--- config.mk ---
export PLATFORM = sky130hd
export DESIGN_NAME = frame_scheduler
export DESIGN_NICKNAME = d
export VERILOG_FILES = /design/src/rtl/frame_sched_pkg.sv /design/src/rtl/stage_watchdog.sv /design/src/rtl/frame_scheduler.sv
export SDC_FILE = /design/constraint.sdc
export NUM_CORES = 1
export LEC_CHECK = 0
export ABC_AREA = 1
export CORE_AREA = 2 2 100 102
export CTS_BUF_LIST = sky130_fd_sc_hd__clkbuf_8
export DETAILED_ROUTE_END_ITERATION = 8
export DIE_AREA = 0 0 102 104
export PLACE_DENSITY_LB_ADDON = 0.3
export SYNTH_ARGS = -nofsm -noshare
export SYNTH_HDL_FRONTEND = slang
export SYNTH_HIERARCHICAL = 1
export SYNTH_SLANG_ARGS = --single-unit
--- constraint.sdc ---
create_clock -name clock -period 2.35 [get_ports clock]
set_clock_uncertainty 0.15 [all_clocks]
set_input_delay 0.3525 -clock clock [delete_from_list [all_inputs] [get_ports clock]]
set_output_delay 0.3525 -clock clock [all_outputs]
set_load 0.01 [all_outputs]
--- src/rtl/frame_sched_pkg.sv ---
// ---------------------------------------------------------------------------
// frame_sched_pkg
// Shared types and constants for the per-frame update scheduler.
//   sched_state_t      : 2-bit scheduler state, the value is exported on 'phase'
//   OVERRUN_MAX        : saturation ceiling of the dropped-frame counter
//   DEFAULT_TIMEOUT_W  : default watchdog counter width
//   DEFAULT_DIV_W      : default frame divider width
//   DEFAULT_FRAME_DIV  : default divide ratio (run every accepted frame)
// ---------------------------------------------------------------------------
package frame_sched_pkg;

    typedef enum logic [1:0] {
        IDLE   = 2'd0,
        RUN_GL = 2'd1,
        RUN_ED = 2'd2,
        COMMIT = 2'd3
    } sched_state_t;

    localparam logic [7:0] OVERRUN_MAX = 8'd255;

    localparam int DEFAULT_TIMEOUT_W = 20;
    localparam int DEFAULT_DIV_W     = 4;
    localparam int DEFAULT_FRAME_DIV = 1;

endpackage

--- src/rtl/stage_watchdog.sv ---
// ---------------------------------------------------------------------------
// stage_watchdog
// Counts the cycles a pipeline stage has been running and flags the cycle in
// which the stage is spending its (2^TIMEOUT_W-1)-th cycle without finishing.
// Ports:
//   clock   in  system clock
//   reset   in  synchronous, active-high reset
//   clear   in  restart the count (asserted on the edge that enters a stage)
//   enable  in  a stage is running; count advances each cycle
//   expired out terminal count reached in this cycle (combinational from count)
// ---------------------------------------------------------------------------
module stage_watchdog
    import frame_sched_pkg::*;
#(
    parameter int TIMEOUT_W = DEFAULT_TIMEOUT_W
) (
    input  logic clock,
    input  logic reset,
    input  logic clear,
    input  logic enable,
    output logic expired
);

    // 'count' holds the number of stage cycles already completed, so it is 0
    // in the entry cycle. When it equals 2^W-2 the current cycle is the
    // (2^W-1)-th one, which is the last cycle a done pulse is still accepted.
    localparam logic [TIMEOUT_W-1:0] LAST = ~(TIMEOUT_W'(1));

    logic [TIMEOUT_W-1:0] count;

    // Clear wins over enable so that a stage-to-stage handoff restarts the
    // count. The count holds at all-ones instead of wrapping back to zero.
    always_ff @(posedge clock) begin
        if (reset || clear) begin
            count <= '0;
        end else if (enable && (count != '1)) begin
            count <= count + TIMEOUT_W'(1);
        end
    end

    assign expired = enable && (count == LAST);

endmodule

--- src/rtl/frame_scheduler.sv ---
// ---------------------------------------------------------------------------
// frame_scheduler
// Sequences the per-frame update pipeline: on an accepted screen boundary it
// starts game_logic, then entities_drawer, then emits a one-cycle commit pulse
// that lets the entity/operational memories swap. Detects dropped frames
// (overruns) and stalled stages (watchdog timeouts).
// Ports:
//   clock          in   system clock
//   reset_reset    in   synchronous, active-high reset
//   next_screen    in   one-cycle screen boundary pulse
//   pause          in   level; frames arriving while high are skipped
//   gl_start       out  one-cycle start pulse to game_logic
//   gl_done        in   one-cycle completion pulse from game_logic
//   ed_start       out  one-cycle start pulse to entities_drawer
//   ed_done        in   one-cycle completion pulse from entities_drawer
//   new_state      out  one-cycle commit pulse
//   busy           out  high whenever the scheduler is not idle
//   phase          out  current state encoding (IDLE/RUN_GL/RUN_ED/COMMIT)
//   frame_overrun  out  sticky: a boundary arrived while busy
//   timeout_err    out  sticky: a stage exceeded its watchdog budget
//   overrun_count  out  saturating count of dropped boundaries
// ---------------------------------------------------------------------------
module frame_scheduler
    import frame_sched_pkg::*;
#(
    parameter int TIMEOUT_W = DEFAULT_TIMEOUT_W,
    parameter int DIV_W     = DEFAULT_DIV_W,
    parameter int FRAME_DIV = DEFAULT_FRAME_DIV
) (
    input  logic       clock,
    input  logic       reset_reset,
    input  logic       next_screen,
    input  logic       pause,
    output logic       gl_start,
    input  logic       gl_done,
    output logic       ed_start,
    input  logic       ed_done,
    output logic       new_state,
    output logic       busy,
    output logic [1:0] phase,
    output logic       frame_overrun,
    output logic       timeout_err,
    output logic [7:0] overrun_count
);

    localparam logic [DIV_W-1:0] DIV_LAST = DIV_W'(FRAME_DIV - 1);

    sched_state_t     state;
    logic [DIV_W-1:0] divider;
    logic             frame_go;
    logic             wd_clear;
    logic             wd_enable;
    logic             wd_expired;

    // An unpaused boundary in IDLE that completes a divider period launches
    // the pipeline. The watchdog restarts on every edge that enters a stage.
    assign frame_go  = (state == IDLE) && next_screen && !pause && (divider == DIV_LAST);
    assign wd_clear  = frame_go || ((state == RUN_GL) && gl_done);
    assign wd_enable = (state == RUN_GL) || (state == RUN_ED);

    stage_watchdog #(
        .TIMEOUT_W (TIMEOUT_W)
    ) u_watchdog (
        .clock   (clock),
        .reset   (reset_reset),
        .clear   (wd_clear),
        .enable  (wd_enable),
        .expired (wd_expired)
    );

    // The state register is itself the phase output, so phase is registered.
    assign phase = state;

    // Main sequencer. Start/commit pulses default low each cycle and are set
    // only on the transition that produces them. A done pulse is checked
    // before the watchdog so that a completion on the terminal cycle counts as
    // normal progress. Boundaries arriving while busy are dropped and counted
    // independently of whatever transition the state takes in that cycle.
    always_ff @(posedge clock) begin
        if (reset_reset) begin
            state         <= IDLE;
            divider       <= '0;
            gl_start      <= 1'b0;
            ed_start      <= 1'b0;
            new_state     <= 1'b0;
            busy          <= 1'b0;
            frame_overrun <= 1'b0;
            timeout_err   <= 1'b0;
            overrun_count <= '0;
        end else begin
            gl_start  <= 1'b0;
            ed_start  <= 1'b0;
            new_state <= 1'b0;

            if (next_screen && (state != IDLE)) begin
                frame_overrun <= 1'b1;
                if (overrun_count != OVERRUN_MAX) begin
                    overrun_count <= overrun_count + 8'd1;
                end
            end

            case (state)
                IDLE: begin
                    if (next_screen && !pause) begin
                        if (divider == DIV_LAST) begin
                            divider  <= '0;
                            state    <= RUN_GL;
                            gl_start <= 1'b1;
                            busy     <= 1'b1;
                        end else begin
                            divider <= divider + DIV_W'(1);
                        end
                    end
                end
                RUN_GL: begin
                    if (gl_done) begin
                        state    <= RUN_ED;
                        ed_start <= 1'b1;
                    end else if (wd_expired) begin
                        state       <= IDLE;
                        busy        <= 1'b0;
                        timeout_err <= 1'b1;
                    end
                end
                RUN_ED: begin
                    if (ed_done) begin
                        state     <= COMMIT;
                        new_state <= 1'b1;
                    end else if (wd_expired) begin
                        state       <= IDLE;
                        busy        <= 1'b0;
                        timeout_err <= 1'b1;
                    end
                end
                COMMIT: begin
                    state <= IDLE;
                    busy  <= 1'b0;
                end
                default: begin
                    state <= IDLE;
                    busy  <= 1'b0;
                end
            endcase
        end
    end

endmodule

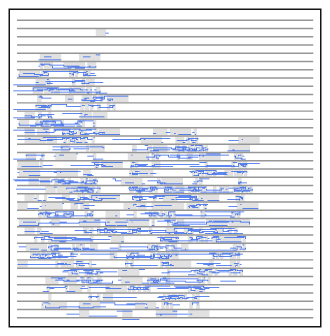
*Signal wires on met1*
Supply wires on this layer in gray. Cells faint in the background.
longest straight run	25.3 µm
share of all routed wire	51%

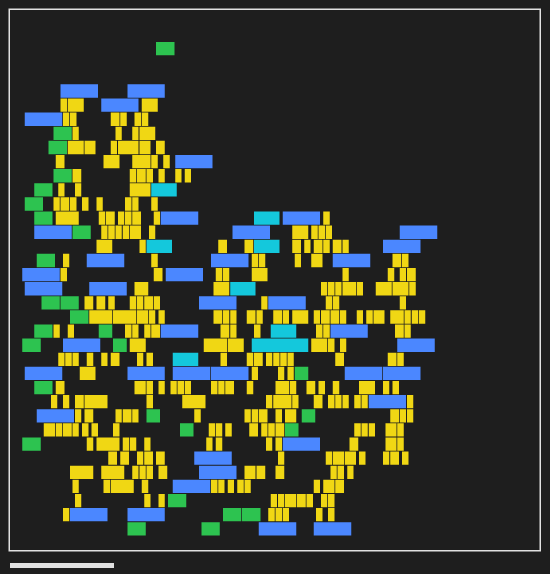
*Cells colored by class*
Scale bar: 20 µm.
class	color	cells	share of their area
clock drivers and dummy loads	cyan	8	4.7%
combinational and other logic	yellow	306	55%
other buffers and delay cells	green	28	9.9%
flops	blue	40	30%

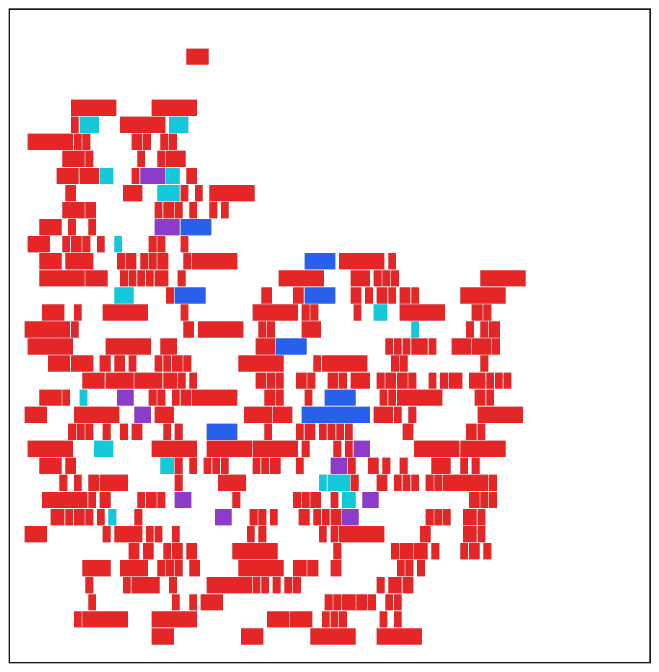
*Drive-strength map*
size	color	cells	share	most used
_2 cells	cyan	16	4.2%	inv_2
_3 and _4 cells	purple	10	2.6%	buf_4
_6 and larger	blue	8	2.1%	clkbuf_8
_0 and _1 cells	red	348	91%	nand2_1

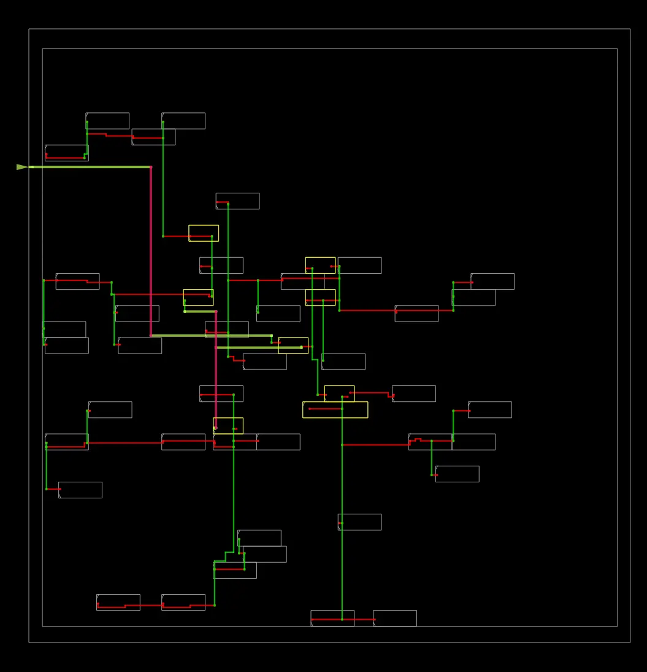
*Clock routing*
Flop Count: 40
CLK BUF: 7

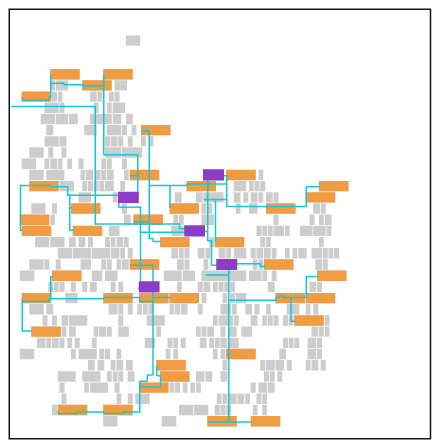
*Clock network drawn from the DEF*
[clock drivers] purple | count: 5
[flip-flops] orange | count: 40
[clock wires] cyan | length: 603 µm
routed clock nets	6
flops lie	all over the die

sequential cells by signal (all words and copies together), names as in the netlist, 2 cells and up:
signal            flops
u_watchdog/count     20
overrun_count         8
divider               4
phase                 2
through the flow:
step	hold slack, ns	cell area, µm²	setup slack, ns
after floorplan	0.319	2300	0.384
after global placement	0.305	2690	0.0335
after detailed placement	0.318	2690	-0.0655
after CTS	0.345	2810	0.0300
after global routing	0.372	2830	0.00404
final	0.332	2830	0.234
worst min-delay path by stage:
stage / to / slack, ns / depth (start not counted)
4_1_cts: frame_overrun$_SDFFE_PP0P_ / 0.34 / 2
5_1_grt: frame_overrun$_SDFFE_PP0P_ / 0.37 / 2
6_report: frame_overrun$_SDFFE_PP0P_ / 0.33 / 2
3_5_place_dp: frame_overrun$_SDFFE_PP0P_ / 0.32 / 2
2_1_floorplan: divider[3]$_SDFFE_PP0P_ / 0.32 / 2
3_3_place_gp: timeout_err$_SDFFE_PP0P_ / 0.31 / 2
layout by cell type, fill, tap and decap left out, drive strengths merged, types with 2 or more instances in the layout:
cell           Yosys  layout
a21oi             21      21
and2               2       2
buf                3       7
clkbuf             3       7
clkdlybuf4s50      0      21
dfxtp             40      40
ha                10      10
inv               43      42
nand2            102     102
nand3             24      24
nand3b             2       2
nand4              9       9
nor2              64      64
nor3               4       4
o21ai             11      11
xnor2              5       5
xor2               8       8
critical path, stage by stage, from the launching register on:
cell,delay (ns)
dfxtp_1,0.38
inv_1,0.12
ha_1,0.24
inv_2,0.08
nor2_1,0.06
nand3_1,0.11
nand2_1,0.08
nor2_2,0.35
clkinvlp_4,0.15
buf_4,0.20
a21oi_1,0.12
where the power goes:
part	total, mW	leakage [nW]	internal [mW]	switching, mW
registers	0.740	0.324	0.710	0.0298
clock network	0.620	0.0645	0.375	0.245
logic	0.377	0.692	0.142	0.235
total	1.74	1.08	1.23	0.510
final cells by class:
cell class | instances | area [µm²]
timing repair buffer | 28 | 263
sequential | 40 | 801
fill | 1097 | 6720
inverter | 43 | 165
tap | 133 | 166
multi-input combinational | 263 | 1310
clock inverter | 1 | 30.0
clock buffer | 7 | 96.3
layer usage:
layer  GRT usage [%]  vias to the layer above
li1                -                     1158
met1            14.8                      947
met2            16.5                       31
met3            2.22                        5
met4            2.86                        0
met5               0                        -
what timing repair did:
action,in CTS,in global routing
buffers inserted,0,1
endpoints found under the setup margin,0,13
hold buffers,0,0
gates resized,0,2
cells by family (layout without fill, tap and decap cells):
logic type | after synthesis | in the layout | share of synthesized area, %
flops | 40 | 40 | 34.7
fa+ha+maj | 10 | 10 | 5.43
buf+inv | 49 | 79 | 8.69
xor+xnor | 13 | 13 | 4.94
compound gates | 33 | 33 | 7.93
simple gates | 207 | 207 | 38.3
==> ds_physical_params.txt <==
Implementation parameters

Parameter                              Value

Critical path
  Critical path class    reg -> reg
  Endpoint of the most critical register-to-register path    u_watchdog/count[7]$_SDFFE_PP0P_
  Required time worst endpoint    roughly 2.4 ns
  Crit. End Element    flop

Route
  DRC errors left    0

Final timing
  Count of final max-slew check failures    0
  Final critical path time including I/O delays and setup    2.12 ns

Power
  Lkg Pwr    1.08 nW

Place
  Dpl hpwl    3.92 mm
  Placed Instances    about 510
  Final weighted congestion of routability-driven global placement    ~0.77

Finish
  Final core utilization    29.6%
  ANT cells    0

Floorplan
  Initial Utilization    24.1%

Status
  Run status    complete, no violations

Global routing
  Overflow after GRT    0

Synthesis
  Part of the Yosys area used for sequential elements    a little over a third
  Yosys warning total    6
  Post-synthesis cell count from yosys    352

Clock network
  Buffer type at the clock tree root    clkbuf_8
Power and IR drop assume default switching activity.
